<file path="src/rtl/expr_vec_pkg.sv">
// Shared constants and LFSR/MISR step functions for the expression-vector sequencer.
package expr_vec_pkg;

  localparam int OPND_W = 60;
  localparam int RES_W  = 90;

  localparam logic [63:0] LFSR_TAPS = 64'hB000_0000_0000_0001;
  localparam logic [31:0] MISR_POLY = 32'h04C1_1DB7;

  typedef logic [1:0] state_t;
  localparam state_t ST_IDLE  = 2'd0;
  localparam state_t ST_DRIVE = 2'd1;
  localparam state_t ST_OUT   = 2'd2;
  localparam state_t ST_FIN   = 2'd3;

  function automatic logic [63:0] lfsr_next(input logic [63:0] s);
    return {s[62:0], 1'b0} ^ (s[63] ? LFSR_TAPS : 64'd0);
  endfunction

  // The 90-bit result is folded to 32 bits before entering the shift register.
  function automatic logic [31:0] misr_next(input logic [31:0] s, input logic [RES_W-1:0] r);
    logic [31:0] f;
    f = r[31:0] ^ r[63:32] ^ {6'b0, r[89:64]};
    return {s[30:0], 1'b0} ^ (s[31] ? MISR_POLY : 32'd0) ^ f;
  endfunction

endpackage

</file>
<file path="src/rtl/expr_vec_sequencer_if.sv">
// Control, operand/result and output-stream bundle between the sequencer and its environment.
interface expr_vec_sequencer_if #(parameter int IDX_W = 16);
  import expr_vec_pkg::*;

  logic                start;
  logic [31:0]         seed;
  logic [IDX_W-1:0]    num_vec;
  logic                busy;
  logic                done;
  logic [OPND_W-1:0]   opnd;
  logic [RES_W-1:0]    res;
  logic                out_valid;
  logic                out_ready;
  logic [RES_W-1:0]    out_data;
  logic [IDX_W-1:0]    out_idx;
  logic [31:0]         signature;

  modport master (
    input  start, seed, num_vec, res, out_ready,
    output busy, done, opnd, out_valid, out_data, out_idx, signature
  );

  modport slave (
    output start, seed, num_vec, res, out_ready,
    input  busy, done, opnd, out_valid, out_data, out_idx, signature
  );

endinterface

</file>
<file path="src/rtl/expr_vec_misr.sv">
// 32-bit signature register: cleared at the start of a run, folded once per captured result.
module expr_vec_misr
  import expr_vec_pkg::*;
(
  input  logic             clk,
  input  logic             reset,
  input  logic             clear,
  input  logic             en,
  input  logic [RES_W-1:0] res,
  output logic [31:0]      signature
);

  always_ff @(posedge clk) begin
    if (reset) begin
      signature <= 32'd0;
    end else if (clear) begin
      signature <= 32'd0;
    end else if (en) begin
      signature <= misr_next(signature, res);
    end
  end

endmodule

</file>
<file path="src/rtl/expr_vec_sequencer.sv">
// Drives LFSR operand vectors into an expression datapath, captures each result after
// LAT settle cycles, streams it out over valid/ready and folds it into a MISR signature.
module expr_vec_sequencer
  import expr_vec_pkg::*;
#(
  parameter int LAT   = 1,
  parameter int IDX_W = 16
) (
  input  logic               clk,
  input  logic               reset,
  expr_vec_sequencer_if.master bus
);

  state_t           state;
  logic [63:0]      lfsr;
  logic [IDX_W-1:0] idx;
  logic [IDX_W-1:0] nvec;
  logic [3:0]       cnt;
  logic [RES_W-1:0] out_data_r;
  logic [IDX_W-1:0] out_idx_r;

  logic accept;
  logic capture;
  logic handshake;
  logic last_vec;

  assign accept    = (state == ST_IDLE) && bus.start;
  assign capture   = (state == ST_DRIVE) && (cnt == 4'(LAT - 1));
  assign handshake = (state == ST_OUT) && bus.out_ready;
  assign last_vec  = (idx == nvec - IDX_W'(1));

  always_ff @(posedge clk) begin
    if (reset) begin
      state      <= ST_IDLE;
      lfsr       <= 64'd0;
      idx        <= '0;
      nvec       <= '0;
      cnt        <= 4'd0;
      out_data_r <= '0;
      out_idx_r  <= '0;
    end else begin
      case (state)
        ST_IDLE: begin
          if (bus.start) begin
            nvec  <= bus.num_vec;
            lfsr  <= {~bus.seed, bus.seed};
            idx   <= '0;
            cnt   <= 4'd0;
            state <= (bus.num_vec == '0) ? ST_FIN : ST_DRIVE;
          end
        end
        ST_DRIVE: begin
          if (capture) begin
            out_data_r <= bus.res;
            out_idx_r  <= idx;
            cnt        <= 4'd0;
            state      <= ST_OUT;
          end else begin
            cnt <= cnt + 4'd1;
          end
        end
        ST_OUT: begin
          // A stalled consumer freezes everything, including the LFSR, so the
          // signature is independent of backpressure.
          if (handshake) begin
            if (last_vec) begin
              state <= ST_FIN;
            end else begin
              idx   <= idx + IDX_W'(1);
              lfsr  <= lfsr_next(lfsr);
              state <= ST_DRIVE;
            end
          end
        end
        ST_FIN: begin
          state <= ST_IDLE;
        end
        default: begin
          state <= ST_IDLE;
        end
      endcase
    end
  end

  expr_vec_misr u_misr (
    .clk       (clk),
    .reset     (reset),
    .clear     (accept),
    .en        (capture),
    .res       (bus.res),
    .signature (bus.signature)
  );

  assign bus.opnd      = lfsr[OPND_W-1:0];
  assign bus.busy      = (state != ST_IDLE);
  assign bus.done      = (state == ST_FIN);
  assign bus.out_valid = (state == ST_OUT);
  assign bus.out_data  = out_data_r;
  assign bus.out_idx   = out_idx_r;

endmodule
</file>
<file path="src/flat_wrapper.sv">
// flat-port wrapper written by rule: the top's interface ports become plain ports
module expr_vec_sequencer_flat import expr_vec_pkg::*;
#(
  parameter int LAT   = 1,
  parameter int IDX_W = 16
)
  (clk, reset, bus_start, bus_seed, bus_num_vec, bus_res, bus_out_ready, bus_busy, bus_done, bus_opnd, bus_out_valid, bus_out_data, bus_out_idx, bus_signature);
  expr_vec_sequencer_if #(.IDX_W(IDX_W)) bus_i ();
  input  logic clk;
  input  logic reset;
  input wire logic [$bits(bus_i.start)-1:0] bus_start;
  input wire logic [$bits(bus_i.seed)-1:0] bus_seed;
  input wire logic [$bits(bus_i.num_vec)-1:0] bus_num_vec;
  input wire logic [$bits(bus_i.res)-1:0] bus_res;
  input wire logic [$bits(bus_i.out_ready)-1:0] bus_out_ready;
  output wire logic [$bits(bus_i.busy)-1:0] bus_busy;
  output wire logic [$bits(bus_i.done)-1:0] bus_done;
  output wire logic [$bits(bus_i.opnd)-1:0] bus_opnd;
  output wire logic [$bits(bus_i.out_valid)-1:0] bus_out_valid;
  output wire logic [$bits(bus_i.out_data)-1:0] bus_out_data;
  output wire logic [$bits(bus_i.out_idx)-1:0] bus_out_idx;
  output wire logic [$bits(bus_i.signature)-1:0] bus_signature;
  assign bus_i.start = bus_start;
  assign bus_i.seed = bus_seed;
  assign bus_i.num_vec = bus_num_vec;
  assign bus_i.res = bus_res;
  assign bus_i.out_ready = bus_out_ready;
  assign bus_busy = bus_i.busy;
  assign bus_done = bus_i.done;
  assign bus_opnd = bus_i.opnd;
  assign bus_out_valid = bus_i.out_valid;
  assign bus_out_data = bus_i.out_data;
  assign bus_out_idx = bus_i.out_idx;
  assign bus_signature = bus_i.signature;
  expr_vec_sequencer #(.LAT(LAT), .IDX_W(IDX_W)) u_core (.clk(clk), .reset(reset), .bus(bus_i));
endmodule
</file>
<file path="config.mk">
export PLATFORM = sky130hd
export DESIGN_NAME = expr_vec_sequencer_flat
export DESIGN_NICKNAME = d
export VERILOG_FILES = /design/src/rtl/expr_vec_pkg.sv /design/src/rtl/expr_vec_sequencer_if.sv /design/src/rtl/expr_vec_misr.sv /design/src/rtl/expr_vec_sequencer.sv /design/src/flat_wrapper.sv
export SDC_FILE = /design/constraint.sdc
export NUM_CORES = 1
export LEC_CHECK = 0
export CELL_PAD_IN_SITES_DETAIL_PLACEMENT = 1
export CELL_PAD_IN_SITES_GLOBAL_PLACEMENT = 1
export CORE_ASPECT_RATIO = 1.1
export CORE_MARGIN = 10
export CORE_UTILIZATION = 27
export CTS_CLUSTER_SIZE = 24
export DETAILED_ROUTE_END_ITERATION = 10
export DONT_BUFFER_PORTS = 1
export GPL_ROUTABILITY_DRIVEN = 0
export PLACE_DENSITY_LB_ADDON = 0.1
export SYNTH_ARGS = -nofsm -noshare
export SYNTH_HDL_FRONTEND = slang
export SYNTH_SLANG_ARGS = --single-unit
</file>
<file path="constraint.sdc">
create_clock -name clk -period 6.2 [get_ports clk]
set_input_delay 0.93 -clock clk [delete_from_list [all_inputs] [get_ports clk]]
set_output_delay 0.93 -clock clk [all_outputs]
set_load 0.03 [all_outputs]
</file>
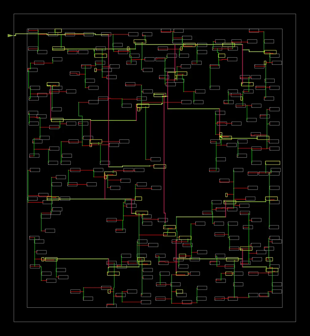
final_clocks.png
clk ins delay skew pair: 0.56 ns
registers: 240
Clk power: 1730 uW

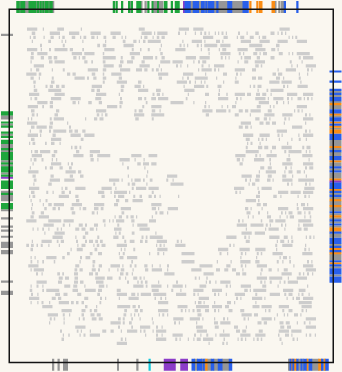
pins.png
Drawn at 1.5 px/um. Pins as bars across the die edge, other pins in gray.
color	port	pins	direction	edge
cyan	`bus_done`	1	output	bottom
green	`bus_opnd`	60	output	34 top, 26 left
orange	`bus_signature`	32	output	18 right, 8 bottom, 6 top
blue	`bus_out_data`	90	output	41 right, 25 top, 24 bottom
purple	`bus_out_idx`	16	output	13 bottom, 1 right, 1 top, 1 left
Die W: 215.0 um
Die Height: 234.5 um
IO Port Bufs: 0

==> impl_metrics.py <==
# Auto-generated metrics
metrics = {
    "setup_path": {
        "start_kind": "register",
        "critPathTopFamily": "AND-OR/OR-AND gates",
        "crit_arrival_ns": 4.11,
        "reg2reg_to": "u_core.lfsr[57]",
        "reg2reg_slack_ns": 2.56,
        "crit_end": "u_core.lfsr[57]",
        "cp.buffers_inverters": 1,
        "reg2reg_from": "u_core.nvec[0]",
        "crit_slowest_cell": "or4b_1",
        "cp.depth": 10,
        "crit_chain": "inv_1 -> ha_1 -> or4b_1 -> nor4_4 -> mux2_1 -> a311oi_2 -> a21boi_4 -> a21o_4 -> nand3b_1 -> o31ai_2",
        "crit_type": "register to register",
        "cp-startpoint": "u_core.nvec[0]",
        "crit_fanout": 67,
        "reg2regPathDepth": 10,
        "critical_path_required_ns": 6.67,
        "critPathMaxStageDelay_ns": 0.63,
        "worst_setup_path_end_kind": "register",
    },
    "grt": {
        "grt_pass1_wl_um": 58930,
        "grt_use_met3_pct": 6.188,
        "antenna_found_initial": 0,
        "use_met2_pct": 24.31,
        "grt_pass1_vias": 9018,
        "grtUsageMet1_pct": 17.52,
        "grt_max_degree": 230,
        "overflow": 0,
        "grt_usage_pct": 14.72,
        "busiest_layer": "met2",
    },
    "layout": {
        "final_cells": 1851,
        "final_cell_mix": "nand2_1 (355), dfxtp_1 (240), a21oi_1 (156)",
        "design_area_um2": 12150,
        "drive_gt1_share_pct": 6.042,
        "n_antenna_cell": 0,
        "fin_nets": 1416,
        "comb_area_um2": 5562,
        "final_core_utilization_pct": 29.42,
        "lay_top_count": "nand2_1",
        "regArea_um2": 4805,
        "syn_to_final_growth_pct": 7.591,
        "fill_cells": 4900,
    },
    "clocking": {
        "cts.path.max_buffers": 3,
        "cts-buffers-inserted": 30,
        "cts_hold_buf": 0,
        "cts_resized": 0,
        "root_buffer": "clkbuf_16",
        "postCtsSetupBuffers": 0,
        "clock_sinks": 240,
        "clkTransAtPathRegs_ns": 0.06,
        "htreeDepth": 1,
        "cts_tree": "done",
    },
    "floorplan": {
        "die-area_um2": 50400,
        "initCoreUtil_pct": 27.35,
        "core-area_um2": 41280,
        "boundaryPins": 343,
        "row_count": 78,
    },
    "power": {
        "p_per_area_nw_per_um2": 345.7,
        "cellLeakagePower_uw": 0.004004,
        "irDropWorstVdd_v": 0.0001749,
        "power_uw": 4199,
    },
    "synthesis": {
        "top_cell_area_share_pct": 42.56,
        "ys_seq_elements": 240,
        "yosysTopAreaCell": "dfxtp_1",
        "ys_area_um2": 11290,
        "synthArstFlopShare_pct": 0,
        "yosysWarningCount": 0,
        "postSynthAreaPerCell_um2": 8.128,
        "netlist_instances": 1389,
        "synth-main-ff-cell": "dfxtp_1",
        "syn-cell-area_um2": 11290,
        "syn_nets": 1535,
        "synth_cell_types": 61,
        "synth-edff-count": 0,
        "synth_seq_share_pct": 42.56,
        "area_leaders": "dfxtp_1 (43%), nand2_1 (12%), xnor2_1 (9.1%), a21oi_1 (6.9%), buf_4 (4.0%)",
        "yosys-stat-cells": 1389,
    },
    "flow_run": {
        "max_cap_violations": 0,
        "warnings": 29,
    },
    "sta": {
        "fmax_mhz": 275.0,
        "clock_skew_ns": 0.01270,
        "period_used_pct": 58.66,
        "period_needed_ns": 3.637,
        "finalHoldViolations": 0,
        "drv_slew": 0,
        "setup_viol": 0,
        "worstMarginPinSlew_ns": 0.7783,
        "rsz0062_at_grt": "false",
        "slew-limit-headroom_pct": 48.11,
        "setup_tns_ns": 0,
    },
    "route": {
        "met2_length_um": 18490,
        "drtAntennaViolNets": 0,
        "wl_met1_um": 16310,
        "drc": 0,
        "top_layer": "met4",
        "route.met3.wl_um": 3889,
        "firstDrtPassIters": 4,
        "drt-initial-drc-count": 315,
        "drt-total-wl_um": 39290,
        "routed_via_density": 4.821,
        "avgRoutedWirePerCell_um": 21.23,
        "vias": 8924,
    },
    "place": {
        "dp.cells": 1798,
        "placed_cell_area_um2": 11180,
        "dpl.hpwl_um": 28080,
    },
    "min_path": {
        "hold_path_class": "register to register",
        "min_from": "u_core.nvec[15]",
        "hold_end": "u_core.nvec[15]",
        "hold_depth": 2,
    },
    "outcome": {
        "status": "complete, no violations",
    },
}
## Yosys cell counts (7+ instances only)
cell      instances
nor2_1           40
clkbuf_1         79
xnor2_1         117
o31ai_1          26
nand3_1          10
nor4_1            9
or3_1            11
nand2_1         355
buf_4            60
a21oi_1         156
o21ai_0          43
buf_2             9
xor2_1            7
inv_1            13
buf_6             7
a31oi_1          31
nand3b_1         34
a211oi_1         20
dfxtp_1         240
o21a_1           30
## worst reg2reg max path, cell delays in order, from the launching register on
cell and delay, ns:
dfxtp_1 0.37, inv_1 0.08, ha_1 0.22, or4b_1 0.63, nor4_4 0.24, mux2_1 0.36
a311oi_2 0.31, a21boi_4 0.34, a21o_4 0.61, nand3b_1 0.27, o31ai_2 0.11
## state kept, by name, indices dropped and copies added (netlist names)
signal,cells
u_core.nvec,16
u_core.bus.out_idx,16
u_core.bus.out_data,90
u_core.u_misr.signature,32
u_core.lfsr,64
u_core.idx,16
u_core.cnt,4
u_core.state,2
## per-stage QoR
step / hold slack, ns / setup slack (ns)
after floorplan: 0.4481 / 3.255
after global placement: 0.4630 / 2.674
after detailed placement: 0.4708 / 2.599
after CTS: 0.4201 / 2.523
after global routing: 0.4146 / 2.263
final: 0.4794 / 2.563
## final cells by class
class	instances	area share, %
Multi-Input combinational cell	977	45.79
Sequential cell	240	39.56
Clock buffer	47	7.540
Tap cell	560	5.768
Timing Repair Buffer	8	0.4944
Clock inverter	6	0.4532
Inverter	13	0.4017
## kinds of logic after synthesis
family	count (synthesis)	synth area share (%)
DFF	240	42.56
muxes	6	0.5431
AOI/OAI and AO/OA	335	18.24
adders and majority gates	4	0.4433
xor gates and xnor gates	124	9.620
buffers and inverters	172	8.379
and+or+nand+nor	508	20.22
## report_power, final
part           switching, uW  internal [uW]
logic                    304            204
registers                314           1650
clock network            684           1040
Power figures rest on the tool's default switching activity, not on a simulated workload.
